File: config.mk
export PLATFORM = sky130hd
export DESIGN_NAME = rffe_master
export DESIGN_NICKNAME = d
export VERILOG_FILES = /design/src/rtl/rffe_master_pkg.sv /design/src/rtl/rffe_tick_gen.sv /design/src/rtl/rffe_master.sv
export SDC_FILE = /design/constraint.sdc
export NUM_CORES = 1
export LEC_CHECK = 0
export CAP_MARGIN = 20
export CORE_MARGIN = 8
export CORE_UTILIZATION = 40
export DETAILED_ROUTE_END_ITERATION = 10
export DONT_BUFFER_PORTS = 1
export PLACE_DENSITY = 0.65
export RECOVER_POWER = 50
export SLEW_MARGIN = 20
export SYNTH_ARGS = -nofsm -noshare
export SYNTH_HDL_FRONTEND = slang
export SYNTH_SLANG_ARGS = --single-unit
File: constraint.sdc
create_clock -name clk -period 2.1 [get_ports clk]
set_clock_uncertainty 0.2 [all_clocks]
set_input_delay 0.315 -clock clk [delete_from_list [all_inputs] [get_ports clk]]
set_output_delay 0.315 -clock clk [all_outputs]
set_load 0.02 [all_outputs]
File: src/rtl/rffe_master_pkg.sv
// Shared constants, state encoding and parity helper for the RFFE bus master.
package rffe_master_pkg;

    localparam int SA_W   = 4;
    localparam int ADDR_W = 5;
    localparam int DATA_W = 8;

    localparam logic [2:0] RFFE_CMD_REG_WR = 3'b010;
    localparam logic [2:0] RFFE_CMD_REG_RD = 3'b011;

    localparam int RFFE_CMD_BITS  = 13;
    localparam int RFFE_DATA_BITS = 9;

    typedef enum logic [3:0] {
        ST_IDLE,
        ST_SSC_H,
        ST_SSC_L,
        ST_CMD,
        ST_WDATA,
        ST_RPARK,
        ST_RDATA,
        ST_PARK,
        ST_DONE
    } rffe_state_t;

    // Odd parity: the returned bit makes the total count of ones odd.
    function automatic logic odd_par(input logic [11:0] v);
        return ~^v;
    endfunction

endpackage

File: src/rtl/rffe_tick_gen.sv
// Half-period timer for SCLK: counts 0..HALF_DIV-1 while enabled and tracks
// which half (high/low) of the SCLK period is in progress.
module rffe_tick_gen #(
    parameter int HALF_DIV = 2
) (
    input  logic clk,
    input  logic rst,
    input  logic en,
    output logic half_tick,
    output logic phase
);

    localparam int CW = (HALF_DIV > 1) ? $clog2(HALF_DIV) : 1;
    localparam logic [CW-1:0] LAST = CW'(HALF_DIV - 1);

    logic [CW-1:0] cnt;

    assign half_tick = en && (cnt == LAST);

    // phase=1 marks the high half; every period starts high.
    always_ff @(posedge clk) begin
        if (rst || !en) begin
            cnt   <= '0;
            phase <= 1'b1;
        end else if (cnt == LAST) begin
            cnt   <= '0;
            phase <= ~phase;
        end else begin
            cnt <= cnt + CW'(1);
        end
    end

endmodule

File: src/rtl/rffe_master.sv
// RFFE master: serialises one register write/read per command onto SCLK/SDATA
// and returns a one-cycle response with read data and parity status.
module rffe_master
    import rffe_master_pkg::*;
#(
    parameter int HALF_DIV = 2
) (
    input  logic              clk,
    input  logic              rst,
    input  logic              cmd_vd,
    output logic              cmd_rdy,
    input  logic              cmd_rw,
    input  logic [SA_W-1:0]   cmd_sa,
    input  logic [ADDR_W-1:0] cmd_addr,
    input  logic [DATA_W-1:0] cmd_wdata,
    output logic              rsp_vd,
    output logic [DATA_W-1:0] rsp_rdata,
    output logic              rsp_perr,
    output logic              busy,
    output logic              sclk,
    output logic              sdata_o,
    output logic              sdata_oe,
    input  logic              sdata_i
);

    localparam logic [3:0] CMD_LAST  = 4'(RFFE_CMD_BITS - 1);
    localparam logic [3:0] DATA_LAST = 4'(RFFE_DATA_BITS - 1);

    rffe_state_t state, state_n;
    logic        half_tick, phase, period_end, accept;
    logic        is_read;
    logic [21:0] tx;
    logic [8:0]  rx;
    logic [3:0]  bit_cnt;
    logic        sclk_d, sdo_d, oe_d;
    logic [11:0] cmd_word;

    rffe_tick_gen #(.HALF_DIV(HALF_DIV)) u_tick (
        .clk       (clk),
        .rst       (rst),
        .en        (state != ST_IDLE),
        .half_tick (half_tick),
        .phase     (phase)
    );

    assign period_end = half_tick && !phase;
    assign accept     = cmd_vd && cmd_rdy;
    assign cmd_word   = {cmd_sa, (cmd_rw ? RFFE_CMD_REG_RD : RFFE_CMD_REG_WR), cmd_addr};

    always_ff @(posedge clk) begin
        if (rst) state <= ST_IDLE;
        else     state <= state_n;
    end

    always_comb begin
        state_n = state;
        sclk_d  = 1'b0;
        sdo_d   = 1'b0;
        oe_d    = 1'b1;
        case (state)
            ST_IDLE:  if (accept) state_n = ST_SSC_H;
            ST_SSC_H: begin
                sdo_d = 1'b1;
                if (period_end) state_n = ST_SSC_L;
            end
            ST_SSC_L: if (period_end) state_n = ST_CMD;
            ST_CMD: begin
                sclk_d = phase;
                sdo_d  = tx[21];
                if (period_end && bit_cnt == CMD_LAST)
                    state_n = is_read ? ST_RPARK : ST_WDATA;
            end
            ST_WDATA: begin
                sclk_d = phase;
                sdo_d  = tx[21];
                if (period_end && bit_cnt == DATA_LAST) state_n = ST_PARK;
            end
            ST_RPARK: begin
                sclk_d = phase;
                oe_d   = phase;
                if (period_end) state_n = ST_RDATA;
            end
            ST_RDATA: begin
                sclk_d = phase;
                oe_d   = 1'b0;
                if (period_end && bit_cnt == DATA_LAST) state_n = ST_PARK;
            end
            ST_PARK: begin
                sclk_d = phase;
                oe_d   = phase && !is_read;
                if (period_end) state_n = ST_DONE;
            end
            ST_DONE:  state_n = ST_IDLE;
            default:  state_n = ST_IDLE;
        endcase
    end

    // Pins are registered from the current-state decode, so they trail the
    // FSM by one clk; the read sample point is aligned to the pin, i.e. the
    // last clk in which the registered sclk is still high.
    always_ff @(posedge clk) begin
        if (rst) begin
            is_read <= 1'b0;
            tx      <= '0;
            rx      <= '0;
            bit_cnt <= '0;
        end else begin
            if (accept) begin
                is_read <= cmd_rw;
                tx      <= {cmd_word, odd_par(cmd_word),
                            cmd_wdata, odd_par({4'b0000, cmd_wdata})};
                rx      <= '0;
                bit_cnt <= '0;
            end else if (period_end &&
                         (state == ST_CMD || state == ST_WDATA || state == ST_RDATA)) begin
                bit_cnt <= (state_n != state) ? 4'd0 : bit_cnt + 4'd1;
                if (state != ST_RDATA) tx <= {tx[20:0], 1'b0};
            end
            if (state == ST_RDATA && !phase && sclk) rx <= {rx[7:0], sdata_i};
        end
    end

    always_ff @(posedge clk) begin
        if (rst) begin
            cmd_rdy   <= 1'b0;
            busy      <= 1'b0;
            rsp_vd    <= 1'b0;
            rsp_rdata <= '0;
            rsp_perr  <= 1'b0;
            sclk      <= 1'b0;
            sdata_o   <= 1'b0;
            sdata_oe  <= 1'b1;
        end else begin
            cmd_rdy  <= (state_n == ST_IDLE);
            busy     <= (state_n != ST_IDLE);
            sclk     <= sclk_d;
            sdata_o  <= sdo_d;
            sdata_oe <= oe_d;
            rsp_vd   <= (state == ST_DONE);
            if (state == ST_DONE) begin
                rsp_rdata <= is_read ? rx[8:1] : 8'h00;
                rsp_perr  <= is_read && !(^rx);
            end
        end
    end

endmodule

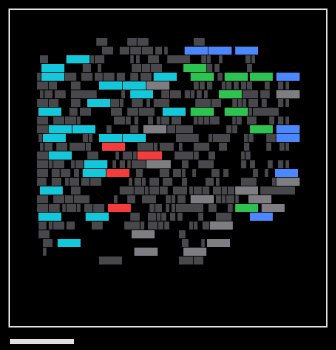
(run_1/registers.png)
Scale bar: 20 um. Other sequential cells in the stronger gray, the rest of the logic in the fainter gray.
Key: tx = cyan [flops 22]; bit_cnt = red [flops 4]; rsp_rdata = blue [flops 8]; rx = green [flops 9]
Another 14 sequential cells are not colored.

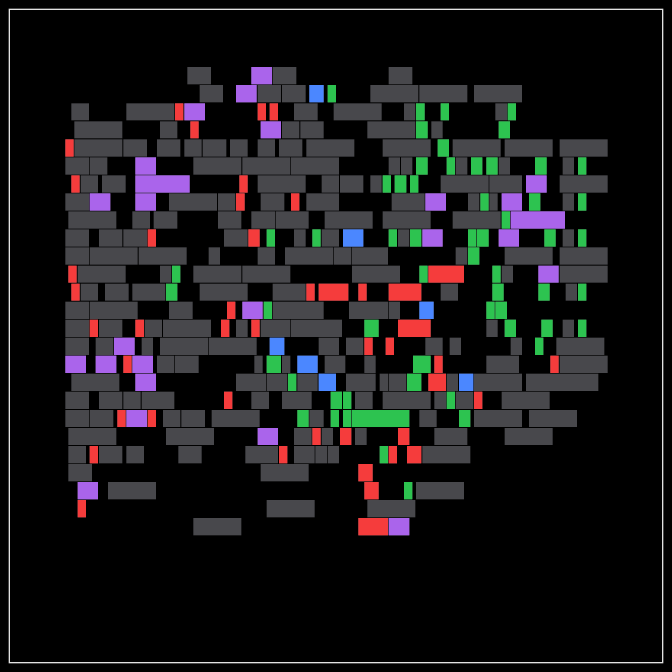
(run_1/gate_families.png)
Key: NAND gates = green [cells 58]; XOR/XNOR gates = purple [cells 25]; NOR gates = red [cells 45]; AND and OR gates = blue [cells 7, where center]
most instantiated logic cell after routing: dfxtp_1
fin cells: 406

==> impl_metrics.toml, run 1 <==
# flow metrics
[worst_hold_path]
whs_path_depth = 2
min_from = "rst"
min_to = "bit_cnt[0]"

[setup_path]
arrival_ns = 2.06
cp.required_ns = 2.16
slowest_delay_ns = 0.43
r2r_slack_ns = 0.10
crit_top_cell = "o22ai_2"
worst_path_max_delay_cell = "or4_1"

[global_routing]
antenna_found_initial = 0
first_global_vias = 2211
grt_first_pass_wirelength_um = 10100
grt-ovfl-total = 0

[routing]
dr_wl_met3_um = 358
post-route-drc-count = 0
drt_wl_total_um = 6020
firstDrtPassIters = 4
drt_iter0_markers = 108
wl_met2_um = 3010

[pwr]
p_int_uw = 1820
vdd_drop_max_mv = 0.437
leakagePower_uw = 0.00129
p_sw_uw = 568

[placed_design]
gp_congestion = 0.884
numPortBuffers = 0
dp_hpwl_um = 3800

[clocking]
cts_sinks = 57
cts_tree = "built"
htree_levels = 3
clockBufferDepth = 2

[timing]
worst_slew_pin_slew_ns = 0.426
layout_min_cycle_time_ns = 2.00
setup_slack_ns = 0.100
setup_violations = 0
clock.fmax_mhz = 500
final_hold_viol_count = 0

[logic_synthesis]
yosys-stat-area_um2 = 2710
synthMuxAreaShare = 0.0776
postSynthSeqShare = 0.421
ys_sh_simple = 0.205
synth.distinct_cells = 45
ys.flops = 57
netlist_instances = 301
synthAdderAreaFrac = 0.00923

[floorplan]
rows = 30
core_um2 = 6680
fp.dieW_um = 98.3

[finish]
mi_logic_area_um2 = 1470
seqCellArea_um2 = 1140
utilization = 0.482
fillCellCount = 645
final_cell_mix = "dfxtp_1 (55), nor2_1 (33), nand2_1 (31), a21oi_1 (26), nand3_1 (22)"

[job]
cap_viol_max_count = 0

[run_status]
status = "completed"
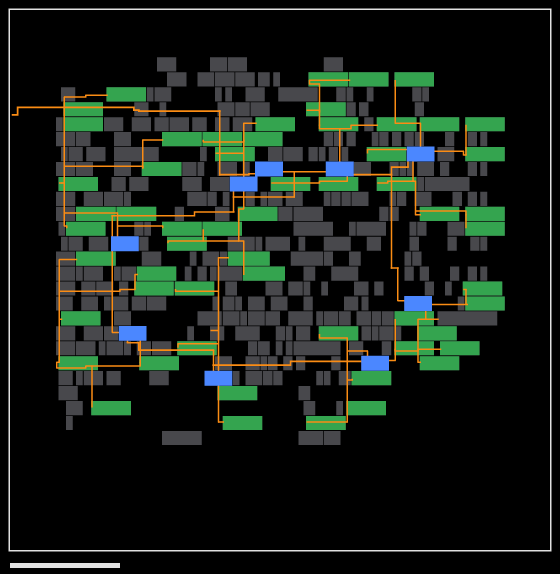
(run_1/clock_map.png)
Scale bar: 20 um.
Key: cells driving clock nets = blue [count 9]; clock wires = orange [length 714 um]; flip-flops = green [count 57]
There are 10 routed clock nets.
P_clk: 1000 uW
Late-Pin Clk Latency: 0.33 ns

-- run 1: final cells by class --
class,instances,share of cell area
clock buffers,11,0.0439
inverters,3,0.00350
well taps,80,0.0311
clock inverters,5,0.0171
multi-input cells,221,0.456
flip-flops and latches,57,0.355
repair buffers,29,0.0940
-- run 1: sequential cells by signal, indices dropped and copies added, names as in the netlist --
| name | flops |
|---|---|
| rsp_rdata | 8 |
| is_read | 1 |
| u_tick.cnt | 1 |
| rx | 9 |
| cmd_rdy | 1 |
| u_tick.phase | 1 |
| sdata_oe | 1 |
| rsp_perr | 1 |
| rsp_vd | 1 |
| bit_cnt | 4 |
| tx | 22 |
| busy | 1 |
| state | 4 |
| sdata_o | 1 |
| sclk | 1 |
-- run 1: metal layers --
metal / GRT usage / up-vias
li1: - / 1096
met1: 0.140 / 990
met2: 0.213 / 43
met3: 0.0569 / 4
met4: 0.0472 / 0
met5: 0 / -
-- run 1: cell families (layout without fill, tap and decap cells) --
| logic type | after synthesis | count (layout) |
|---|---|---|
| AOI/OAI and AO/OA | 63 | 63 |
| xor gates and xnor gates | 25 | 25 |
| adders and majority gates | 2 | 2 |
| buffers and inverters | 23 | 48 |
| DFF | 57 | 57 |
| muxes | 21 | 21 |
| and+or+nand+nor | 110 | 110 |
-- run 1: cell usage after synthesis, types with 3 or more instances --
master    instances  area share
a211oi_1         20       0.055
a21oi_1          26       0.048
buf_6             3       0.012
clkbuf_1         12       0.017
dfxtp_1          57        0.42
inv_1             3      0.0042
mux2i_1          21       0.078
nand2_1          31       0.043
nand3_1          22       0.041
nor2_1           33       0.046
nor3_1            3      0.0055
o21ai_0           4      0.0074
xnor2_1          19       0.061
xor2_1            4       0.013
-- run 1: worst max path at each step --
stage          slack (ns)  cells after the start         end  startpoint
2_1_floorplan        0.23                      7  bit_cnt[0]  bit_cnt[0]
3_3_place_gp         0.14                      7  bit_cnt[0]  bit_cnt[0]
3_5_place_dp         0.06                      7  bit_cnt[0]  bit_cnt[0]
4_1_cts              0.04                      7  bit_cnt[0]  bit_cnt[0]
5_1_grt             -0.01                      7  bit_cnt[0]  bit_cnt[0]
6_report             0.10                      7  bit_cnt[0]  bit_cnt[0]
-- run 1: per-stage QoR --
stage | std cells | power [uW] | setup TNS [ns] | cell area [um2]
after global placement | 370 | 1360 | 0 | 2800
final | 406 | 2390 | 0 | 3220
after floorplan | 301 | 1330 | 0 | 2710
after detailed placement | 370 | 1360 | 0 | 2800
after CTS | 406 | 2420 | 0 | 3200
after global routing | 406 | 2510 | -0.0237 | 3220
-- run 1: power groups by stage --
stage	registers [uW]	clock network, uW	logic, uW
2_1_floorplan	1170	0	165
3_3_place_gp	1180	0	177
3_5_place_dp	1180	0	181
4_1_cts	1160	1030	230
5_1_grt	1160	1090	254
6_report	1160	1000	232
-- run 1: timing repair --
action	4_1_cts	5_1_grt
endpoints found under the hold margin	52	0
hold buffers	20	0
resized	0	5
setup buffers	0	0
endpoints found under the setup margin	0	2
==> run_1/final_congestion.png <==
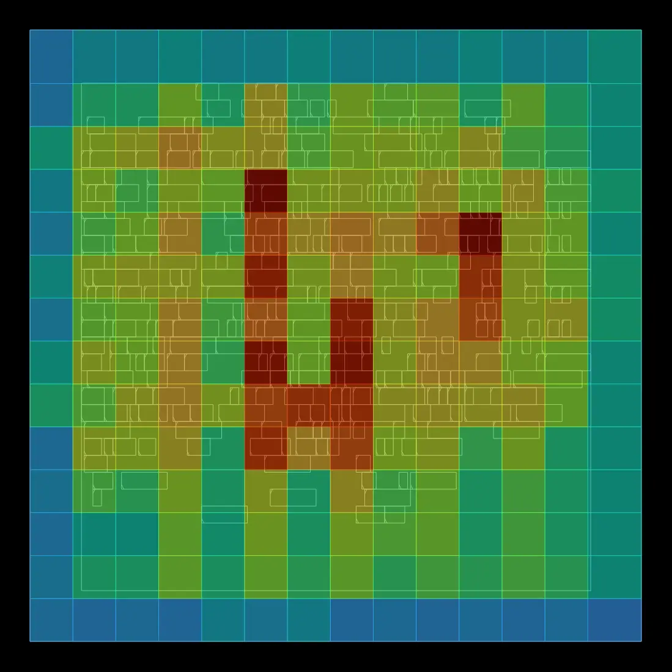

## Run 2: what changed since run 1
ABC_AREA = 1   (was unset)
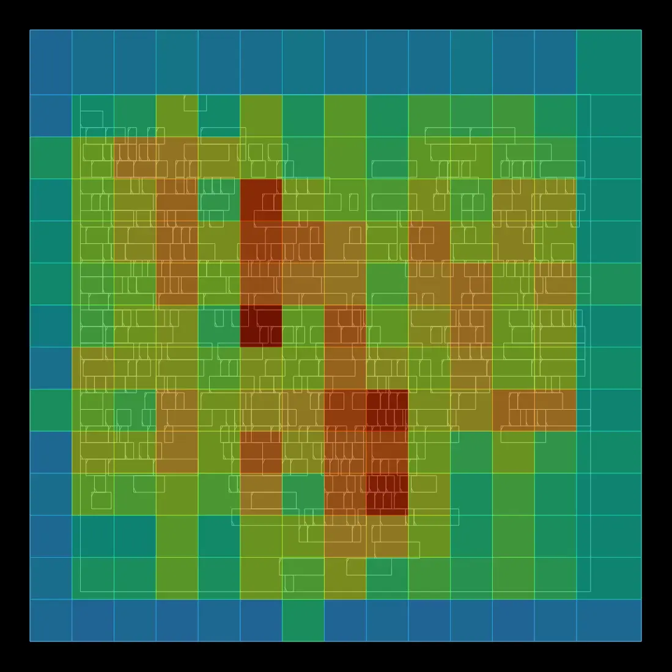
(run_2/final_congestion.png)
busiest grt layer: met2
final core occ: 0.483

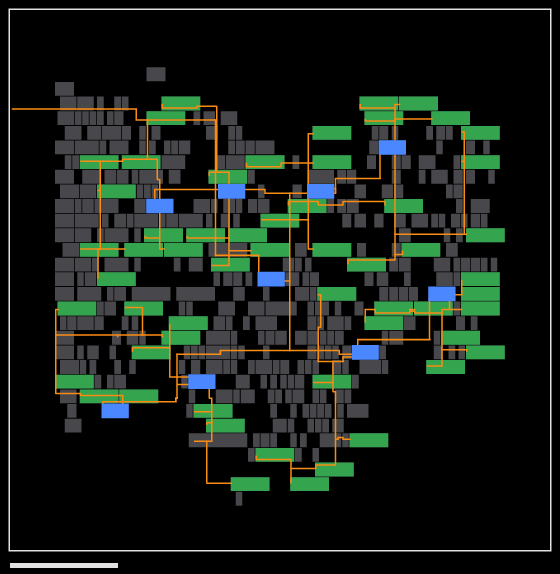
(run_2/clock_map.png)
Scale bar: 20 um.
Key: flip-flops = green [count 57]; cells driving clock nets = blue [count 9]; clock wires = orange [length 798 um]
There are 10 routed clock nets.

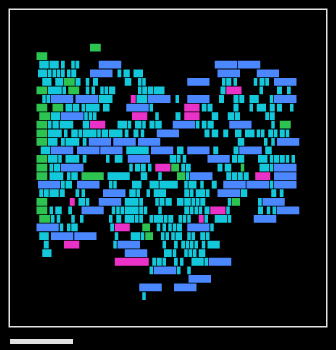
(run_2/cell_classes.png)
Scale bar: 20 um.
Key: other buffers and delay cells = green [cells 25, share of their area 7.6%]; all other logic = cyan [cells 299, share of their area 51%]; flip-flops = blue [cells 57, share of their area 36%]; clock drivers and dummy loads = magenta [cells 14, share of their area 5.7%]
sequential share of cell area: 0.346
core area: 6830 um2
# rows: 30
Post-Layout Inst Area: 3300 um2

==> run 2 against run 1 <==
Flip-flop count did not move; design area rose by 2.4%; global-route usage rose by 0.70 points.
==> impl_metrics.toml, run 2 <==
# flow metrics
[run_status]
status = "completed"

[logic_synthesis]
top_cells_by_area = "dfxtp_1 (40%), nand2_1 (13%), a31oi_2 (4.4%)"
yosys-stat-area_um2 = 2850
synth.distinct_cells = 37
ys_sh_simple = 0.321
synthMuxAreaShare = 0
synthAdderAreaFrac = 0.00880
common_cells = "nand2_1 (100), dfxtp_1 (57), nor2_1 (32)"
top_cell_area_share = 0.401
postSynthSeqShare = 0.401
synth.most_common_cell = "nand2_1"
ys.flops = 57
netlist_instances = 371

[finish]
largest_registers = "tx: 22 flops, rx: 9 flops, rsp_rdata: 8 flops"
largest_register_ffs = 22
fillCellCount = 698
fin_cells = 491
seqCellArea_um2 = 1140
regMostFlops = "tx"
mi_logic_area_um2 = 1520
final_cell_mix = "nand2_1 (100), dfxtp_1 (57), nor2_1 (31), nand3_1 (24), a21oi_1 (24)"
layout.cells.most_common = "nand2_1"

[timing]
setup_violations = 0
clock.fmax_mhz = 518
layout_min_cycle_time_ns = 1.93
final_hold_viol_count = 0
finalSetupTns_ns = 0

[worst_hold_path]
whs_path_depth = 3
min_from = "rst"

[clocking]
cts_sinks = 57
post_cts_buffers = 0
clock_latency_ns = 0.34
htree_levels = 3
cts_tree = "built"

[global_routing]
grt-ovfl-total = 0
first_global_vias = 2356
antenna_found_initial = 0
met3_usage = 0.0644
use_met1 = 0.151
grt_first_pass_wirelength_um = 10900
grtUsageMet2 = 0.216

[pwr]
leakagePower_uw = 0.00128
total_power_uw = 2360
vdd_drop_max_mv = 0.445

[job]
cap_viol_max_count = 0

[placed_design]
numPortBuffers = 0
dp_hpwl_um = 4250
gp_congestion = 0.905
placed_cells = 458

[routing]
post-route-drc-count = 0
drt_wl_total_um = 6330
firstDrtPassIters = 4
drt_iter0_markers = 102

[setup_path]
r2r_start = "state[0]"
r2r_slack_ns = 0.17
cp.required_ns = 2.16
arrival_ns = 1.99
worstSetupPathType = "flip-flop to flip-flop"

[floorplan]
fp.dieW_um = 100
## run 2: layer usage
layer / vias up / wire, um / share of wire
li1: 1256 / - / -
met5: - / 0 / 0
met1: 1127 / 2790 / 0.44
met4: 0 / 104 / 0.016
met3: 13 / 513 / 0.081
met2: 68 / 2920 / 0.46
## run 2: timing repair
item                                    CTS  global route
endpoints found under the setup margin    0             1
gates resized                             0             1
hold buffers                             19             0
endpoints found under the hold margin    47             0
## run 2: worst max path at each step
stage,from,end,cells after the start
floorplan,cmd_rdy,tx[15],5
global placement,state[0],tx[3],8
detailed placement,state[0],tx[4],8
CTS,state[0],tx[1],8
global route,state[0],tx[4],8
finish,state[0],tx[1],8
## run 2: metrics by stage
stage	cell area (um2)	hold WS, ns	utilization	setup slack [ns]
after CTS	3300	0.00387	0.484	0.185
after global placement	2920	0.188	0.428	0.273
after floorplan	2850	0.236	-	0.409
final	3300	0.0147	0.483	0.170
after global routing	3300	0.0194	0.483	0.00227
after detailed placement	2920	0.188	0.428	0.208
## run 2: logic make-up after synthesis
family,Yosys count
adder cells (fa/ha/maj),2
AND/OR/NAND/NOR,195
buffers and inverters,41
XOR/XNOR,21
AND-OR/OR-AND,55
flip-flops,57
## run 2: area by class of cell
cell class	count	area share
Multi-Input combinational cell	273	0.459
Sequential cell	57	0.346
Timing Repair Buffer	25	0.0732
Clock buffer	10	0.0417
Tap cell	96	0.0364
Inverter	26	0.0296
Clock inverter	4	0.0137
## run 2: report_power, final
group	internal [uW]	leakage (uW)	switching, uW
Sequential	1120	0.000462	29.8
Clock	560	0.0000978	423
Combinational	101	0.000718	129
## run 2: worst max-delay path, cell delays in order (launching register included)
cell     delay (ns)
dfxtp_1        0.50
nand2_1        0.11
inv_2          0.08
nand2_2        0.10
a21oi_4        0.23
o21ai_2        0.14
nor2_8         0.27
nand2_1        0.08
a31oi_1        0.14
==> run_2/gate_families.png <==
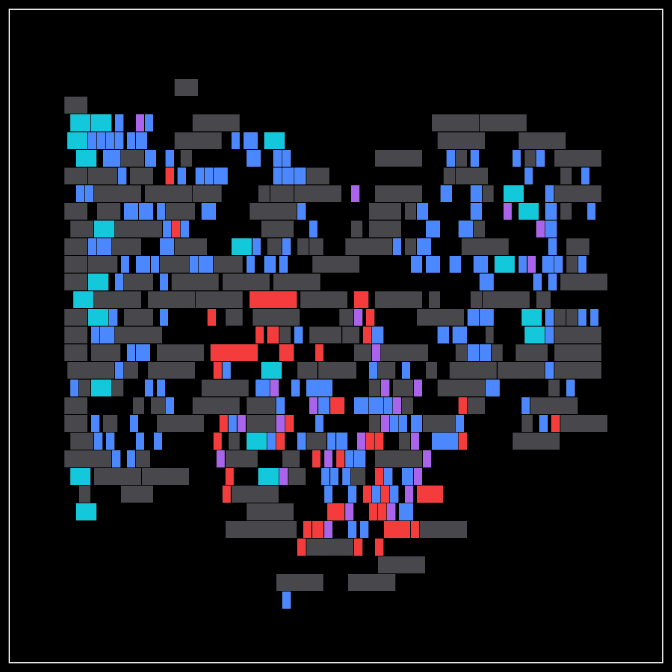

## Run 3: what changed since run 2
CORE_UTILIZATION = 30   (was 40)
GPL_ROUTABILITY_DRIVEN = 0   (was unset)
PLACE_DENSITY = 0.55   (was 0.65)
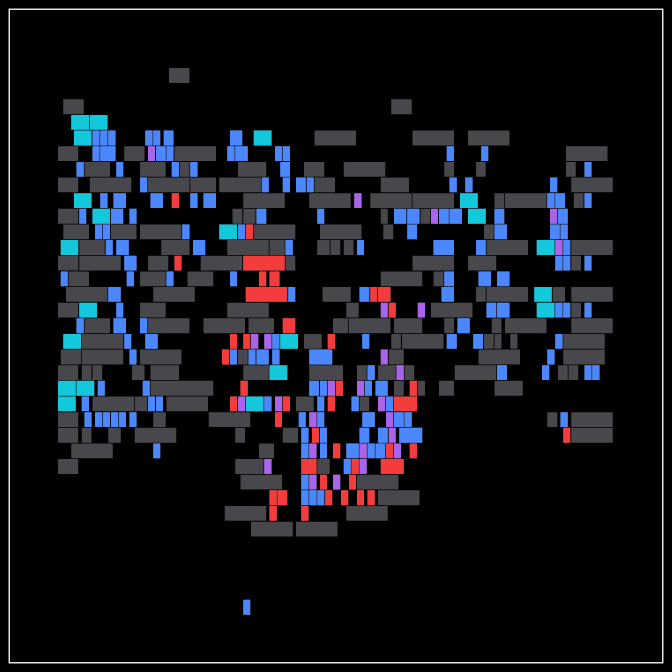
(run_3/gate_families.png)
Key: inverters = purple [cells 26]; NAND gates = blue [cells 152]; XOR/XNOR gates = cyan [cells 21]; NOR gates = red [cells 41]
logic share of the area: 0.458
most instantiated logic cell after routing: nand2_1
fin cells: 523

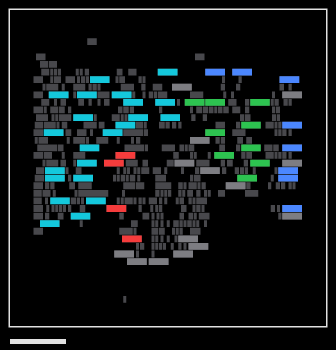
(run_3/registers.png)
Scale bar: 20 um. Other sequential cells in the stronger gray, the rest of the logic in the fainter gray.
sequential cell area: 1140 um2
sequential share of cell area: 0.345
sequential power: 1140 uW

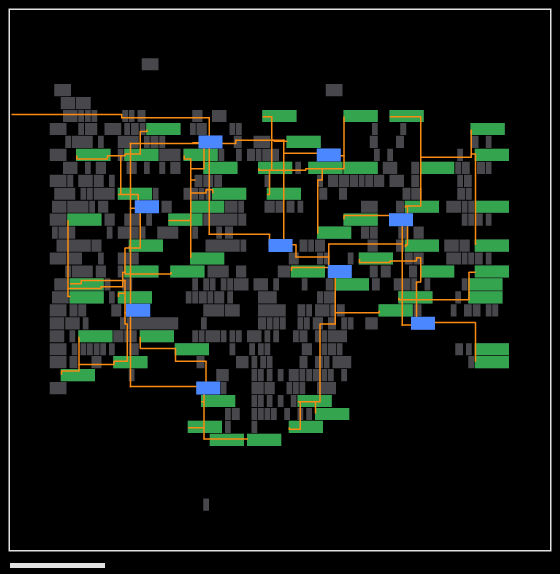
(run_3/clock_map.png)
Scale bar: 20 um.
Key: flip-flops = green [count 57]; cells driving clock nets = blue [count 9]; clock wires = orange [length 824 um]
There are 10 routed clock nets.

==> run 3 against run 2 <==
Combinational power down 2%; sequential power about the same; non-clock buffer count down 2; power down 1.1%; final cell count up 6.5%; via count down 1.1%; largest power group unchanged; highest routed layer unchanged.
==> impl_metrics.toml, run 3 <==
# flow metrics
[run_status]
status = "completed"

[pwr]
p_clk_frac = 0.412
p_sw_frac = 0.250
p_sw_uw = 584
seqPwrFrac = 0.491
leakagePower_uw = 0.00126
combPwrFrac = 0.097

[finish]
largest_register_ffs = 22
fin_area_um2 = 3310
regMostFlops = "tx"
final_cell_mix = "nand2_1 (100), dfxtp_1 (57), nor2_1 (32), a21oi_1 (24), nand3_1 (23)"

[setup_path]
arrival_ns = 2.00
path_buffers = 1
worst_path_max_delay_cell = "dfxtp_1"
crit_chain = "nand2_1 -> inv_1 -> nand2_2 -> a21oi_4 -> o21ai_2 -> nor2_8 -> nand2_2 -> a31oi_2"
slowest_delay_ns = 0.50
worstSetupPathType = "flip-flop to flip-flop"
crit_top_cell = "nand2_2"
cp.required_ns = 2.17

[floorplan]
rows = 35
core_um2 = 9240
fp.dieW_um = 113

[job]
cap_viol_max_count = 0

[logic_synthesis]
top_cell_area_share = 0.401
synth.most_common_cell = "nand2_1"
common_cells = "nand2_1 (100), dfxtp_1 (57), nor2_1 (32)"
synth.distinct_cells = 37

[clocking]
htree_levels = 3
ctsHoldBuffers = 17
post_cts_buffers = 0

[routing]
drt_wl_total_um = 6360
drt_iter0_markers = 87
firstDrtPassIters = 4
post-route-drc-count = 0

[placed_design]
numPortBuffers = 0
placed_area_um2 = 2960
dp_hpwl_um = 4370
placed_cells = 491
preCtsSetupSlack_ns = 0.198

[timing]
whs_ns = 0.0365
setup_violations = 0
setup_slack_ns = 0.165
layout_min_cycle_time_ns = 1.93

[global_routing]
grt_first_pass_wirelength_um = 11100
antenna_found_initial = 0
[run 3: cell counts after synthesis]
Identical to the previous run, type by type.
[run 3: final timing paths]
path,startpoint,end,slack (ns)
min,cmd_rw,is_read,0.04
max reg2reg,state[0],tx[13],0.17
min reg2reg,tx[0],tx[0],0.27
max,state[0],tx[13],0.17
[run 3: power by group through the flow]
stage,combinational [uW],sequential (uW),clock [uW]
after global placement,180,1170,0
after global routing,258,1150,1060
after floorplan,172,1160,0
after CTS,228,1150,996
final,226,1140,962
after detailed placement,183,1170,0
[run 3: per-stage QoR]
step | util | total power (uW)
3_3_place_gp | 0.321 | 1350
6_report | 0.358 | 2330
4_1_cts | 0.359 | 2370
5_1_grt | 0.358 | 2460
2_1_floorplan | - | 1330
3_5_place_dp | 0.321 | 1350
[run 3: area by class of cell]
| cell class | count | area, um2 |
|---|---|---|
| fill | 973 | 5930 |
| clock buffer | 11 | 131 |
| sequential | 57 | 1140 |
| timing repair buffer | 23 | 218 |
| multi-input combinational | 273 | 1520 |
| tap | 129 | 161 |
| inverter | 26 | 97.6 |
| clock inverter | 4 | 45.0 |
[run 3: cells by family after synthesis]
group | Yosys count | synth area share
compound gates | 55 | 0.139
xor+xnor | 21 | 0.0646
fa+ha+maj | 2 | 0.00879
buf+inv | 41 | 0.0655
flops | 57 | 0.401
simple gates | 195 | 0.321
[run 3: metal layers]
| layer | share of wire | track usage | vias up |
|---|---|---|---|
| li1 | - | - | 1258 |
| met1 | 0.45 | 0.121 | 1119 |
| met2 | 0.47 | 0.174 | 49 |
| met3 | 0.066 | 0.0433 | 12 |
| met4 | 0.019 | 0.0515 | 0 |
| met5 | 0 | 0 | - |
No activity file was given, so power comes from the tool's default toggle rates.
